==> config.mk <==
export PLATFORM = sky130hd
export DESIGN_NAME = uart_tx_serializer
export DESIGN_NICKNAME = d
export VERILOG_FILES = /design/src/rtl/uart_tx_serializer.sv
export SDC_FILE = /design/constraint.sdc
export NUM_CORES = 1
export LEC_CHECK = 0
export CORE_MARGIN = 1
export CORE_UTILIZATION = 60
export CTS_BUF_LIST = sky130_fd_sc_hd__clkbuf_8
export DETAILED_ROUTE_END_ITERATION = 8
export PLACE_DENSITY = 0.87
export SLEW_MARGIN = 10
export SYNTH_ARGS = -nofsm -noshare
export SYNTH_HDL_FRONTEND = slang
export SYNTH_SLANG_ARGS = --single-unit
==> constraint.sdc <==
create_clock -name pclk -period 3.1 [get_ports pclk]
set_input_delay 0.62 -clock pclk [delete_from_list [all_inputs] [get_ports pclk]]
set_output_delay 0.62 -clock pclk [all_outputs]
set_load 0.01 [all_outputs]
==> src/rtl/uart_tx_serializer.sv <==
// Async-frame UART transmit serializer: valid/ready byte input, programmable bit period,
// 5-8 data bits LSB first, optional parity, 1 or 2 stop bits, registered tx/bclk.
module uart_tx_serializer #(
    parameter int unsigned DIV_W        = 16,
    parameter logic        DEFAULT_IDLE = 1'b1
) (
    input  logic             pclk,
    input  logic             areset,
    input  logic [DIV_W-1:0] baud_div,
    input  logic [1:0]       data_bits,
    input  logic             parity_en,
    input  logic             parity_odd,
    input  logic             stop_bits_2,
    input  logic [7:0]       tx_data,
    input  logic             tx_valid,
    output logic             tx_ready,
    output logic             tx,
    output logic             bclk,
    output logic             busy
);

    localparam int unsigned DATA_W = 8;
    localparam int unsigned IDX_W  = 3;

    typedef enum logic [2:0] {
        S_IDLE,
        S_START,
        S_DATA,
        S_PARITY,
        S_STOP
    } state_t;

    state_t             state;
    logic [DIV_W-1:0]   cnt;
    logic [DIV_W-1:0]   div_q;
    logic [IDX_W-1:0]   bit_cnt;
    logic [IDX_W-1:0]   last_data_q;
    logic [DATA_W-1:0]  shreg;
    logic               par_en_q;
    logic               par_bit_q;
    logic               stop2_q;

    logic [DIV_W-1:0]   div_clamp_c;
    logic [DIV_W-1:0]   half_c;
    logic [DIV_W-1:0]   last_cnt_c;
    logic [DIV_W-1:0]   near_last_c;
    logic [DATA_W-1:0]  mask_c;
    logic               parity_c;
    logic               last_stop_c;
    logic               accept_c;

    // Divisor clamp and per-frame decode; parity covers only the bits actually sent.
    always_comb begin
        div_clamp_c = (baud_div < DIV_W'(2)) ? DIV_W'(2) : baud_div;
        half_c      = div_q >> 1;
        last_cnt_c  = div_q - DIV_W'(1);
        near_last_c = div_q - DIV_W'(2);
        mask_c      = DATA_W'(8'hFF >> (2'd3 - data_bits));
        parity_c    = (^(tx_data & mask_c)) ^ parity_odd;
        last_stop_c = (bit_cnt == IDX_W'(stop2_q));
        accept_c    = tx_valid && tx_ready;
    end

    // Frame FSM; every output is registered from the values the next cycle will hold.
    always_ff @(posedge pclk) begin
        if (areset) begin
            state       <= S_IDLE;
            cnt         <= '0;
            div_q       <= DIV_W'(2);
            bit_cnt     <= '0;
            last_data_q <= '0;
            shreg       <= '0;
            par_en_q    <= 1'b0;
            par_bit_q   <= 1'b0;
            stop2_q     <= 1'b0;
            tx          <= DEFAULT_IDLE;
            bclk        <= 1'b0;
            busy        <= 1'b0;
            tx_ready    <= 1'b0;
        end else begin
            if (state == S_IDLE) begin
                cnt      <= '0;
                tx       <= DEFAULT_IDLE;
                bclk     <= 1'b0;
                busy     <= 1'b0;
                tx_ready <= 1'b1;
            end else if (cnt != last_cnt_c) begin
                cnt      <= cnt + DIV_W'(1);
                bclk     <= ((cnt + DIV_W'(1)) < half_c);
                busy     <= 1'b1;
                tx_ready <= (state == S_STOP) && last_stop_c && (cnt == near_last_c);
            end else begin
                // Terminal count: advance to the next bit of the frame.
                cnt      <= '0;
                bclk     <= 1'b1;
                busy     <= 1'b1;
                tx_ready <= 1'b0;
                case (state)
                    S_START: begin
                        state   <= S_DATA;
                        bit_cnt <= '0;
                        tx      <= shreg[0];
                    end
                    S_DATA: begin
                        if (bit_cnt == last_data_q) begin
                            bit_cnt <= '0;
                            if (par_en_q) begin
                                state <= S_PARITY;
                                tx    <= par_bit_q;
                            end else begin
                                state <= S_STOP;
                                tx    <= 1'b1;
                            end
                        end else begin
                            bit_cnt <= bit_cnt + IDX_W'(1);
                            shreg   <= shreg >> 1;
                            tx      <= shreg[1];
                        end
                    end
                    S_PARITY: begin
                        state   <= S_STOP;
                        bit_cnt <= '0;
                        tx      <= 1'b1;
                    end
                    S_STOP: begin
                        if (!last_stop_c) begin
                            bit_cnt <= bit_cnt + IDX_W'(1);
                            tx      <= 1'b1;
                        end else begin
                            state    <= S_IDLE;
                            tx       <= DEFAULT_IDLE;
                            bclk     <= 1'b0;
                            busy     <= 1'b0;
                            tx_ready <= 1'b1;
                        end
                    end
                    default: begin
                        state <= S_IDLE;
                        tx    <= DEFAULT_IDLE;
                        bclk  <= 1'b0;
                        busy  <= 1'b0;
                    end
                endcase
            end

            // tx_ready is only high in IDLE or the final stop cycle, so accept overrides both.
            if (accept_c) begin
                state       <= S_START;
                cnt         <= '0;
                bit_cnt     <= '0;
                div_q       <= div_clamp_c;
                shreg       <= tx_data;
                last_data_q <= IDX_W'({1'b0, data_bits}) + IDX_W'(4);
                par_en_q    <= parity_en;
                par_bit_q   <= parity_c;
                stop2_q     <= stop_bits_2;
                tx          <= 1'b0;
                bclk        <= 1'b1;
                busy        <= 1'b1;
                tx_ready    <= 1'b0;
            end
        end
    end

endmodule

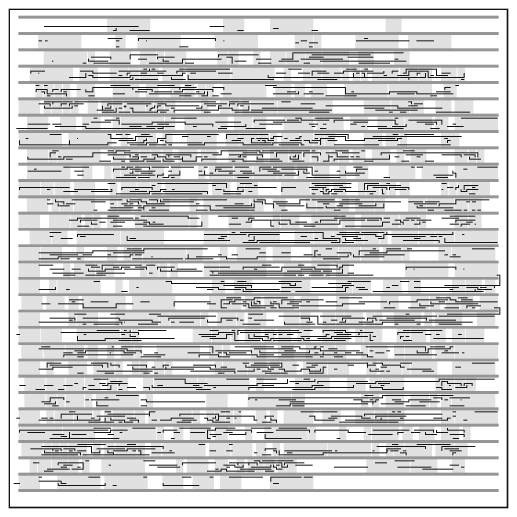
**Above:** run 1 (metal 1).
(6 px per um) Supply wires on this layer in grey.
longest straight run: 26.2 um
main direction: horizontal
wire length on this layer: 4190 um
nets with wire on the layer: 535

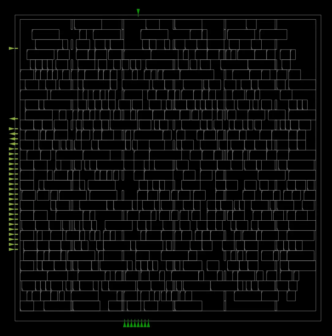
**Above:** run 1 (placed standard cells).
flop count: 56
core box area: 0.00631 mm^2
filler cell count in the final layout: 532
Core Util, Final: 71.1%

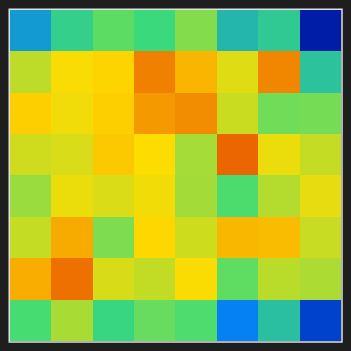
**Above:** run 1 (local utilization).
(4 px per um) 8 x 8 tiles, from dark blue (low) to red (high), 0 to 100% covered.
tiles over 75% full: 25%
fullest tile: 88%
mean over tiles: 64%

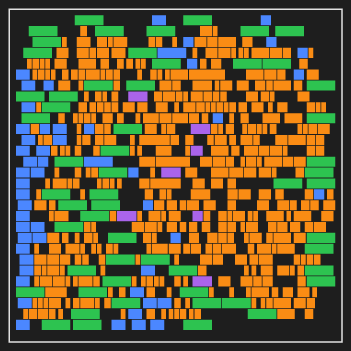
**Above:** run 1 (cells coloured by class).
(4 px per um)
| class | colour | cells | share of their area |
|---|---|---|---|
| clock drivers and dummy loads | purple | 7 | 1.9% |
| all other logic | orange | 416 | 61% |
| other buffers and delay cells | blue | 52 | 11% |
| flops | green | 56 | 26% |
final instance area: 0.00449 mm^2
Row Count: 29

==> run summary, run 1 <==
1st-pass router iterations = 5
die height = 82.8 um
share of post-route cells with drive strength above 1 = 8.66%
gr ovfl total = 0
IO Pins = 36
clk_lat worst skew = 0.32 ns
most common library cells after synthesis = 57 x nand2_1, 56 x dfxtp_1, 49 x nor2_1
FF-to-FF Start = div_q[1]$_SDFFE_PP1P_
CP Max Fanout = 5
run status = complete, no violations
Pleak = 1.72 nW
Final GP Congestion = 0.924
Synth Net Count = 553
flop-to-flop setup slack = 0.10 ns
Hold-fix buffers, CTS = 0
initial antenna violation count = 0
gate count after technology mapping = 503
Largest type area fraction = 28.6%
Area Growth Syn to Fin = 14.5%
YS warnings = 0
clock skew = 0.00557 ns
CP max stage cell = or4b_4
Main area contributors = dfxtp_1 29%, xnor2_1 8.7%, ha_1 5.7%, nand2_1 5.5%, nor2_1 4.7%
Post-DRT Antenna Nets = 0
count of tool warnings = 26
first-pass GRT wire length = 16400 um
min-delay src = last_data_q[0]$_SDFFE_PP0P_
most numerous cell in the Yosys netlist = nand2_1
HP Class = flop to flop
Stages on worst setup path = 9
combinational fraction of design power = 35.8%
CP Buf/Inv Count = 1
CTS Buf Count = 5
Final Cycle Share = 96.7%
Max Cap Viol = 0
Slew Viols, Final = 0
Internal = 1.25 mW
fin crit period = 3.00 ns
Final TNS setup = 0 ns
GRT Overall Usage = 28.8%
Reg-to-Reg End = tx$_SDFFE_PP1P_
Seq pwr share = 42.9%
Port Buffer Count = 35
clk sinks = 56
hold endpoint = last_data_q[0]$_SDFFE_PP0P_
PostCTS Resize Cnt = 0
Post-Route WL = 9630 um
DR vias/cell = 6.07
Top Layout Cells = 57 x nand2_1, 56 x dfxtp_1, 49 x nor2_1
htree depth = 2
Setup crit start = div_q[1]$_SDFFE_PP1P_
post-synthesis register bit count = 56
DRC = 0
setup bufs post-CTS = 0
crit path cell chain = inv_2 -> ha_1 -> or4b_4 -> nor4_1 -> nand4_1 -> a22oi_1 -> nand4_1 -> or3_1 -> a31o_2
detailed-route via count = 3692
Seq/Total Area, Yosys = 28.6%
Post-DP HPWL = 7500 um
Rel. slew slack = 57.1%
most frequent CP cell = nand4_1
Post-Syn Area = 0.00392 mm^2
clock slew at reported path FFs = 0.11 ns
Hold WS = 0.484 ns
[run 1: through the flow]
| step | cell area, um^2 | setup slack, ns | std cells |
|---|---|---|---|
| final | 4490 | 0.103 | 608 |
| after global routing | 4490 | -0.0582 | 608 |
| after CTS | 4450 | 0.0296 | 608 |
| after detailed placement | 4370 | 0.107 | 601 |
| after global placement | 4370 | 0.135 | 601 |
| after floorplan | 3920 | 0.354 | 503 |
[run 1: power by group through the flow]
stage	Sequential [mW]	Clock [mW]	Combinational, mW
6_report	0.839	0.416	0.701
5_1_grt	0.847	0.445	0.773
4_1_cts	0.837	0.420	0.678
3_5_place_dp	0.853	0	0.674
3_3_place_gp	0.851	0	0.660
2_1_floorplan	0.823	0	0.503
[run 1: registers in the layout, indices dropped and copies added, names as in the netlist]
signal,cells
par_bit_q,1
tx_ready,1
cnt,16
last_data_q,3
tx,1
bit_cnt,3
shreg,8
busy,1
bclk,1
par_en_q,1
stop2_q,1
state,3
div_q,16
[run 1: cell families after synthesis]
kind of cell,share of synthesized area (%)
AND/OR/NAND/NOR,30.3
AND-OR/OR-AND,14.9
XOR/XNOR,12.7
flip-flops,28.6
buffers and inverters,6.13
adder cells (fa/ha/maj),5.75
multiplexers,1.53
[run 1: final cells by class]
class | instances | area, um^2
clock inverter | 2 | 16.3
tap | 77 | 96.3
timing repair buffer | 52 | 503
multi-input combinational | 392 | 2590
sequential | 56 | 1120
fill | 532 | 1830
clock buffer | 5 | 68.8
inverter | 24 | 90.1
[run 1: per-layer routing]
layer | share of wire [%] | routed length (um) | vias up | global-route usage (%)
li1 | - | - | 1820 | -
met1 | 44 | 4190 | 1705 | 37.3
met2 | 48 | 4620 | 137 | 49.3
met3 | 5.5 | 526 | 30 | 3.98
met4 | 3.0 | 292 | 0 | 9.56
met5 | 0 | 0 | - | 0
==> run 1 -> run 2 <==
--- a/config.mk
+++ b/config.mk
@@ -8,6 +8,7 @@
 export CORE_MARGIN = 1
 export CORE_UTILIZATION = 60
 export CTS_BUF_LIST = sky130_fd_sc_hd__clkbuf_8
+export CTS_CLUSTER_DIAMETER = 30
 export DETAILED_ROUTE_END_ITERATION = 8
 export PLACE_DENSITY = 0.87
 export SLEW_MARGIN = 10
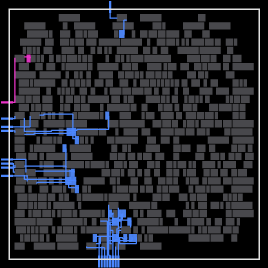
**Above:** run 2 (port wiring).
(3 px per um)
| port | colour | bits | direction | edge | end cells | buffers | wire |
|---|---|---|---|---|---|---|---|
| `stop_bits_2` | magenta | 1 | input | left | 1 | 1 | 18.1 um |
| `baud_div` | blue | 16 | input | 8 bottom, 7 left, 1 top | 20 | 16 | 356 um |
Port Buffer Count: 35
IO Pins: 36

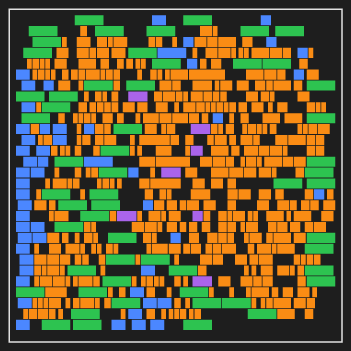
**Above:** run 2 (cells coloured by class).
(4 px per um)
| class | colour | cells | share of their area |
|---|---|---|---|
| flops | green | 56 | 26% |
| other buffers and delay cells | blue | 52 | 11% |
| all other logic | orange | 416 | 61% |
| clock drivers and dummy loads | purple | 7 | 1.9% |
flop share of the area: 25.0%

==> run 2 against run 1 <==
Sequential share of layout area did not move. Area after synthesis did not move. Routed wire length did not move. Via count did not move. Clock-buffer cell count did not move. Synthesized cell count did not move. Non-clock buffer count did not move. Total power did not move. Cell count did not move.
==> run summary, run 2 <==
NonClk Buf Share = 11.2% (unchanged)
most common library cells after synthesis = 57 x nand2_1, 56 x dfxtp_1, 49 x nor2_1
Post-Route WL = 9630 um (unchanged)
Post-DRT Antenna Nets = 0 (unchanged)
DR vias/cell = 6.07 (unchanged)
die height = 82.8 um (unchanged)
FF-to-FF Start = div_q[1]$_SDFFE_PP1P_
setup bufs post-CTS = 0 (unchanged)
Inverters excl. clock = 24 (unchanged)
Setup WS pre-CTS = 0.107 ns (unchanged)
Slew Viols, Final = 0 (unchanged)
gr busiest metal = met2
CTS Buf Count = 5 (unchanged)
Max power group = registers
clock-cell share of area = 1.90% (unchanged)
Largest regs = cnt (16), div_q (16), shreg (8)
core box area = 0.00631 mm^2 (unchanged)
gate count after technology mapping = 503 (unchanged)
M1 GR Usage = 37.3% (unchanged)
Seq pwr share = 42.9% (about the same)
fin worst setup slack = 0.103 ns (unchanged)
Main area contributors = dfxtp_1 29%, xnor2_1 8.7%, ha_1 5.7%, nand2_1 5.5%, nor2_1 4.7%
gr ovfl total = 0 (unchanged)
clk sinks = 56 (unchanged)
clock skew = 0.00557 ns (unchanged)
first-pass GRT wire length = 16400 um (unchanged)
Layout clock buffers = 5 (unchanged)
Non-CTS buffers = 52 (unchanged)
clk_lat worst skew = 0.32 ns (about the same)
count of tool warnings = 26 (unchanged)
Row Count = 29 (unchanged)
GR met2 Demand/Resource = 49.3% (unchanged)
register area = 0.00112 mm^2 (unchanged)
Max Cap Viol = 0 (unchanged)
detailed-route via count = 3692 (unchanged)
flop-to-flop setup slack = 0.10 ns (about the same)
Post-Syn Area = 0.00392 mm^2 (unchanged)
Comb area share = 57.8% (unchanged)
Seq/Total Area, Yosys = 28.6% (unchanged)
Final Cycle Share = 96.7% (unchanged)
tapcell count = 77 (unchanged)
Core Util, Final = 71.1% (unchanged)
Post-DP HPWL = 7500 um (unchanged)
Largest type area fraction = 28.6% (unchanged)
GRT Overall Usage = 28.8% (unchanged)
most numerous cell in the Yosys netlist = nand2_1
PostCTS Resize Cnt = 0 (unchanged)
comb_multi_in = 392 (unchanged)
fin crit period = 3.00 ns (unchanged)
Hold-fix buffers, CTS = 0 (unchanged)
1st-pass router iterations = 5 (unchanged)
clock slew at reported path FFs = 0.11 ns (about the same)
Pleak = 1.72 nW (unchanged)
clk pwr = 416 uW (about the same)
share of post-route cells with drive strength above 1 = 8.66% (unchanged)
Power Sequential = 839 uW (about the same)
flop count = 56 (unchanged)
HP Class = flop to flop
initial antenna violation count = 0 (unchanged)
YS warnings = 0 (unchanged)
Rel. slew slack = 57.1% (unchanged)
Final TNS setup = 0 ns (unchanged)
Area Growth Syn to Fin = 14.5% (unchanged)
DRC = 0 (unchanged)
run status = complete, no violations
Reg-to-Reg End = tx$_SDFFE_PP1P_
Top Layout Cells = 57 x nand2_1, 56 x dfxtp_1, 49 x nor2_1
Gate Area = 0.00259 mm^2 (unchanged)
combinational fraction of design power = 35.8% (about the same)
M3 GR Usage = 3.98% (unchanged)
Final GP Congestion = 0.924 (unchanged)
==> run 2: worst min-delay path by stage <==
stage	to	slack, ns	cells past startpoint	start
CTS	last_data_q[0]$_SDFFE_PP0P_	0.49	2	last_data_q[0]$_SDFFE_PP0P_
global placement	stop2_q$_SDFFE_PP0P_	0.46	2	stop2_q$_SDFFE_PP0P_
global route	last_data_q[0]$_SDFFE_PP0P_	0.51	2	last_data_q[0]$_SDFFE_PP0P_
finish	last_data_q[0]$_SDFFE_PP0P_	0.48	2	last_data_q[0]$_SDFFE_PP0P_
floorplan	stop2_q$_SDFFE_PP0P_	0.45	2	stop2_q$_SDFFE_PP0P_
detailed placement	last_data_q[0]$_SDFFE_PP0P_	0.47	2	last_data_q[0]$_SDFFE_PP0P_
==> run 2: through the flow <==
step	hold WS (ns)	instance area [um^2]	instances
floorplan	0.448	3920	503
global placement	0.460	4370	601
detailed placement	0.472	4370	601
CTS	0.487	4450	608
global route	0.510	4490	608
finish	0.484	4490	608
==> run 2: metal layers <==
metal	part of all wire, %	vias to the layer above
li1	-	1820
met4	3.0	0
met1	44	1705
met5	0	-
met3	5.5	30
met2	48	137
==> run 2: kinds of logic (layout without fill, tap and decap cells) <==
logic type | after synthesis | after routing | share of synthesized area [%]
muxes | 6 | 6 | 1.53
AOI/OAI and AO/OA | 88 | 88 | 14.9
DFF | 56 | 56 | 28.6
buffers and inverters | 55 | 83 | 6.13
xor gates and xnor gates | 57 | 57 | 12.7
and+or+nand+nor | 223 | 223 | 30.3
adders and majority gates | 18 | 18 | 5.75
==> run 2: worst max-delay path, stage by stage, from the launching register on <==
cell	delay [ns]
dfxtp_1	0.38
inv_2	0.12
ha_1	0.20
or4b_4	0.52
nor4_1	0.31
nand4_1	0.22
a22oi_1	0.28
nand4_1	0.24
or3_1	0.40
a31o_2	0.24
==> run 2 -> run 3 <==
--- a/config.mk
+++ b/config.mk
@@ -10,6 +10,7 @@
 export CTS_BUF_LIST = sky130_fd_sc_hd__clkbuf_8
 export CTS_CLUSTER_DIAMETER = 30
 export DETAILED_ROUTE_END_ITERATION = 8
+export GPL_TIMING_DRIVEN = 0
 export PLACE_DENSITY = 0.87
 export SLEW_MARGIN = 10
 export SYNTH_ARGS = -nofsm -noshare
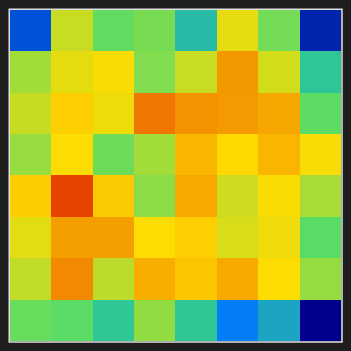
**Above:** run 3 (local utilization).
(4 px per um) 8 x 8 tiles, from dark blue (low) to red (high), 0 to 100% covered.
fullest tile: 92%
nearly empty tiles: 1.6%
tiles over 75% full: 31%
emptiest ninth of the die: bottom right
mean over tiles: 65%

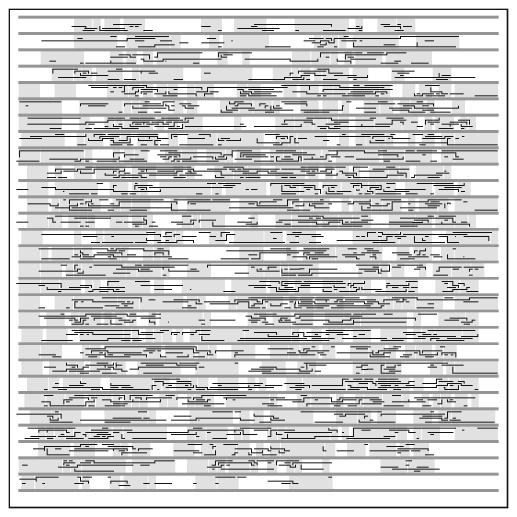
**Above:** run 3 (metal 1).
(6 px per um) Supply wires on this layer in grey.
nets with wire on the layer: 554
share of all routed wire: 41%
longest straight run: 24.8 um
main direction: horizontal

==> run 3 against run 2 <==
Utilization increased by 1.2 points. Register-to-register slack improved by 0.04 ns. Critical path type unchanged. Sequential cell count unchanged. Largest cell class unchanged. Clock skew increased by 0.0011 ns. Sequential power decreased by 2.7%. Combinational power increased by 7.8%. Area after synthesis unchanged.
==> run summary, run 3 <==
WHS Path Cells = 2 (unchanged)
Slew @ Worst Pin = 0.653 ns
XOR Share, Synth = 12.7% (unchanged)
Slew Viols, Final = 0 (unchanged)
Rel. slew slack = 56.5% (-0.65 points)
flop share of the area = 24.8% (-0.16 points)
largest class = combinational gates
fin crit period = 2.96 ns (-0.0370 ns)
Post-Route WL = 10200 um (+6.4%)
top_reg_cell synth = dfxtp_1
fmax = 338 MHz
DR vias/cell = 6.20 (+2.1%)
count of tool warnings = 26 (unchanged)
comb_multi_in = 392 (unchanged)
Largest type area fraction = 28.6% (unchanged)
Post-Syn Area = 0.00392 mm^2 (unchanged)
most numerous cell in the Yosys netlist = nand2_1
Final Cycle Share = 95.5% (-1.2 points)
chip area = 0.00686 mm^2
flop-to-flop setup slack = 0.14 ns (+0.04 ns)
syn_area_per_cell = 7.79 um^2
kind of critical path = flop to flop
Inverters excl. clock = 24 (unchanged)
Cells after DPL = 614 (+2.2%)
Crit path max-delay family = simple AND/OR/NAND/NOR gates
largest net degree at the start of global routing = 19
Comb area share = 57.8% (about the same)
Post-DRT Antenna Nets = 0 (unchanged)
Hold-fix buffers, CTS = 0 (unchanged)
Root Driver = clkbuf_8
hold endpoint = stop2_q$_SDFFE_PP0P_
vias in the first global route = 3624
Pwr Density = 438 mW/mm^2
Final GP Congestion = 0.984 (+6.5%)
1st-pass router iterations = 6 (+1)
Row Count = 29 (unchanged)
die height = 82.8 um (unchanged)
initial antenna violation count = 0 (unchanged)
clk_lat worst skew = 0.32 ns (about the same)
Layout clock buffers = 5 (unchanged)
fp_density = 62.0%
mux share = 1.53% (unchanged)
Max Cap Viol = 0 (unchanged)
min-delay src = stop2_q$_SDFFE_PP0P_
gate count after technology mapping = 503 (unchanged)
Non-CTS buffers = 67 (+29%)
register area = 0.00113 mm^2 (+1.0%)
setup bufs post-CTS = 0 (unchanged)
Setup crit end kind = flop
Area Growth Syn to Fin = 16.4%
Stages on worst setup path = 11 (+2)
Seq/Total Area, Yosys = 28.6% (unchanged)
Reg-to-Reg End = shreg[6]$_SDFFE_PP0P_
slowest stage delay, CP = 0.51 ns (about the same)
FF-to-FF Start = div_q[2]$_SDFFE_PP0P_
Simple-Gate Area Share = 30.3% (unchanged)
clock skew = 0.00671 ns (+0.00114 ns)
tapcell count = 77 (unchanged)
Cell Type Count = 60
IO Pins = 36 (unchanged)
CP arrival = 3.16 ns
final non-filler cell total = 624 (+2.6%)
most common library cells after synthesis = 57 x nand2_1, 56 x dfxtp_1, 49 x nor2_1
crit start category = flop
clock slew at reported path FFs = 0.11 ns (about the same)
CTS Buf Count = 5 (unchanged)
Async SR Flop Fraction = 0%
Main area contributors = dfxtp_1 29%, xnor2_1 8.7%, ha_1 5.7%, nand2_1 5.5%, nor2_1 4.7%
Max VDD drop = 0.311 mV
Setup crit start = div_q[2]$_SDFFE_PP0P_
NonClk Buf Share = 11.2% (+0.038 points)
Required @ worst endpoint = 3.30 ns
Largest regs = cnt (16), div_q (16), shreg (8)
Post-synth EDFFs = 0
adder share = 5.75% (unchanged)
reg2reg path depth = 11
first-pass GRT wire length = 16900 um (+3.3%)
area fraction in compound gates = 14.9% (unchanged)
Port Buffer Count = 34 (-2.9%)
GRT Overall Usage = 30.0% (+1.2 points)
post-synthesis register bit count = 56
detailed-route via count = 3867 (+4.7%)
core box area = 0.00631 mm^2 (unchanged)
DRC = 0 (unchanged)
Layout Nets = 596
Yosys Instances = 503
most frequent CP cell = buf_6
Yosys Chip Area = 0.00392 mm^2
CP Max Fanout = 10
top comb family, area = simple AND/OR/NAND/NOR gates
CP max stage cell = or4b_4
CTS tree = built
crit path cell chain = inv_2 -> ha_4 -> or4b_4 -> nor4_4 -> xnor2_2 -> nor4b_4 -> and4_1 -> buf_6 -> buf_6 -> nor3b_1 -> nor4_1
Synth area leader = dfxtp_1
share of post-route cells with drive strength above 1 = 9.69% (+1.0 points)
CP Buf/Inv Count = 3 (+2)
clk sinks = 56 (unchanged)
flop count = 56 (unchanged)
PostCTS Resize Cnt = 9 (+9)
HP Class = flop to flop
Top Layout Cells = 56 x nand2_1, 51 x dfxtp_1, 49 x nor2_1
run status = complete, no violations
clock-cell share of area = 2.00% (+0.11 points)
Post-DP HPWL = 7930 um (+5.7%)
Max Buffers Root-to-Sink = 2
CP Capture Point = shreg[6]$_SDFFE_PP0P_
gr ovfl total = 0 (unchanged)
Gate Area = 0.00264 mm^2 (+1.7%)
die x size = 82.8 um
# diodes = 0
htree depth = 2
RSZ-0062 raised after global routing = false
Pleak = 1.74 nW (+1.2%)
filler cell count in the final layout = 501
YS warnings = 0 (unchanged)
run 3: cell counts after synthesis:
No cell type changed its count.
run 3: worst register-to-register path, stage by stage (launching register included):
cell and delay [ns]:
dfxtp_4 0.39, inv_2 0.09, ha_4 0.17, or4b_4 0.52
nor4_4 0.28, xnor2_2 0.13, nor4b_4 0.38, and4_1 0.29
buf_6 0.13, buf_6 0.13, nor3b_1 0.24, nor4_1 0.08
run 3: power by group:
| part | switching (mW) | total (mW) | internal (mW) |
|---|---|---|---|
| combinational | 0.431 | 0.756 | 0.325 |
| clock | 0.262 | 0.425 | 0.163 |
| sequential | 0.0414 | 0.816 | 0.775 |
run 3: cells by family after synthesis:
group	Yosys count
buffers and inverters	55
AND/OR/NAND/NOR	223
XOR/XNOR	57
multiplexers	6
flip-flops	56
AND-OR/OR-AND	88
adder cells (fa/ha/maj)	18
run 3: metrics by stage:
| stage | worst slack (ns) | TNS (ns) | hold slack [ns] | utilization, % | area (um^2) |
|---|---|---|---|---|---|
| detailed placement | -0.140 | -1.40 | 0.463 | 69.0 | 4350 |
| floorplan | 0.354 | 0 | 0.448 | - | 3920 |
| finish | 0.140 | 0 | 0.476 | 72.2 | 4560 |
| global route | 0.0137 | 0 | 0.502 | 72.2 | 4560 |
| global placement | -0.0939 | -0.900 | 0.459 | 69.0 | 4350 |
| CTS | 0.0121 | 0 | 0.478 | 70.9 | 4480 |
run 3: per-layer routing:
metal	track usage, %	routed length [um]	share of wire, %	up-vias
met5	0	0	0	-
met4	12.5	376	3.7	0
met3	3.58	611	6.0	39
met2	52.2	5030	49	166
met1	37.4	4230	41	1804
li1	-	-	-	1858
Power and IR drop assume default switching activity.
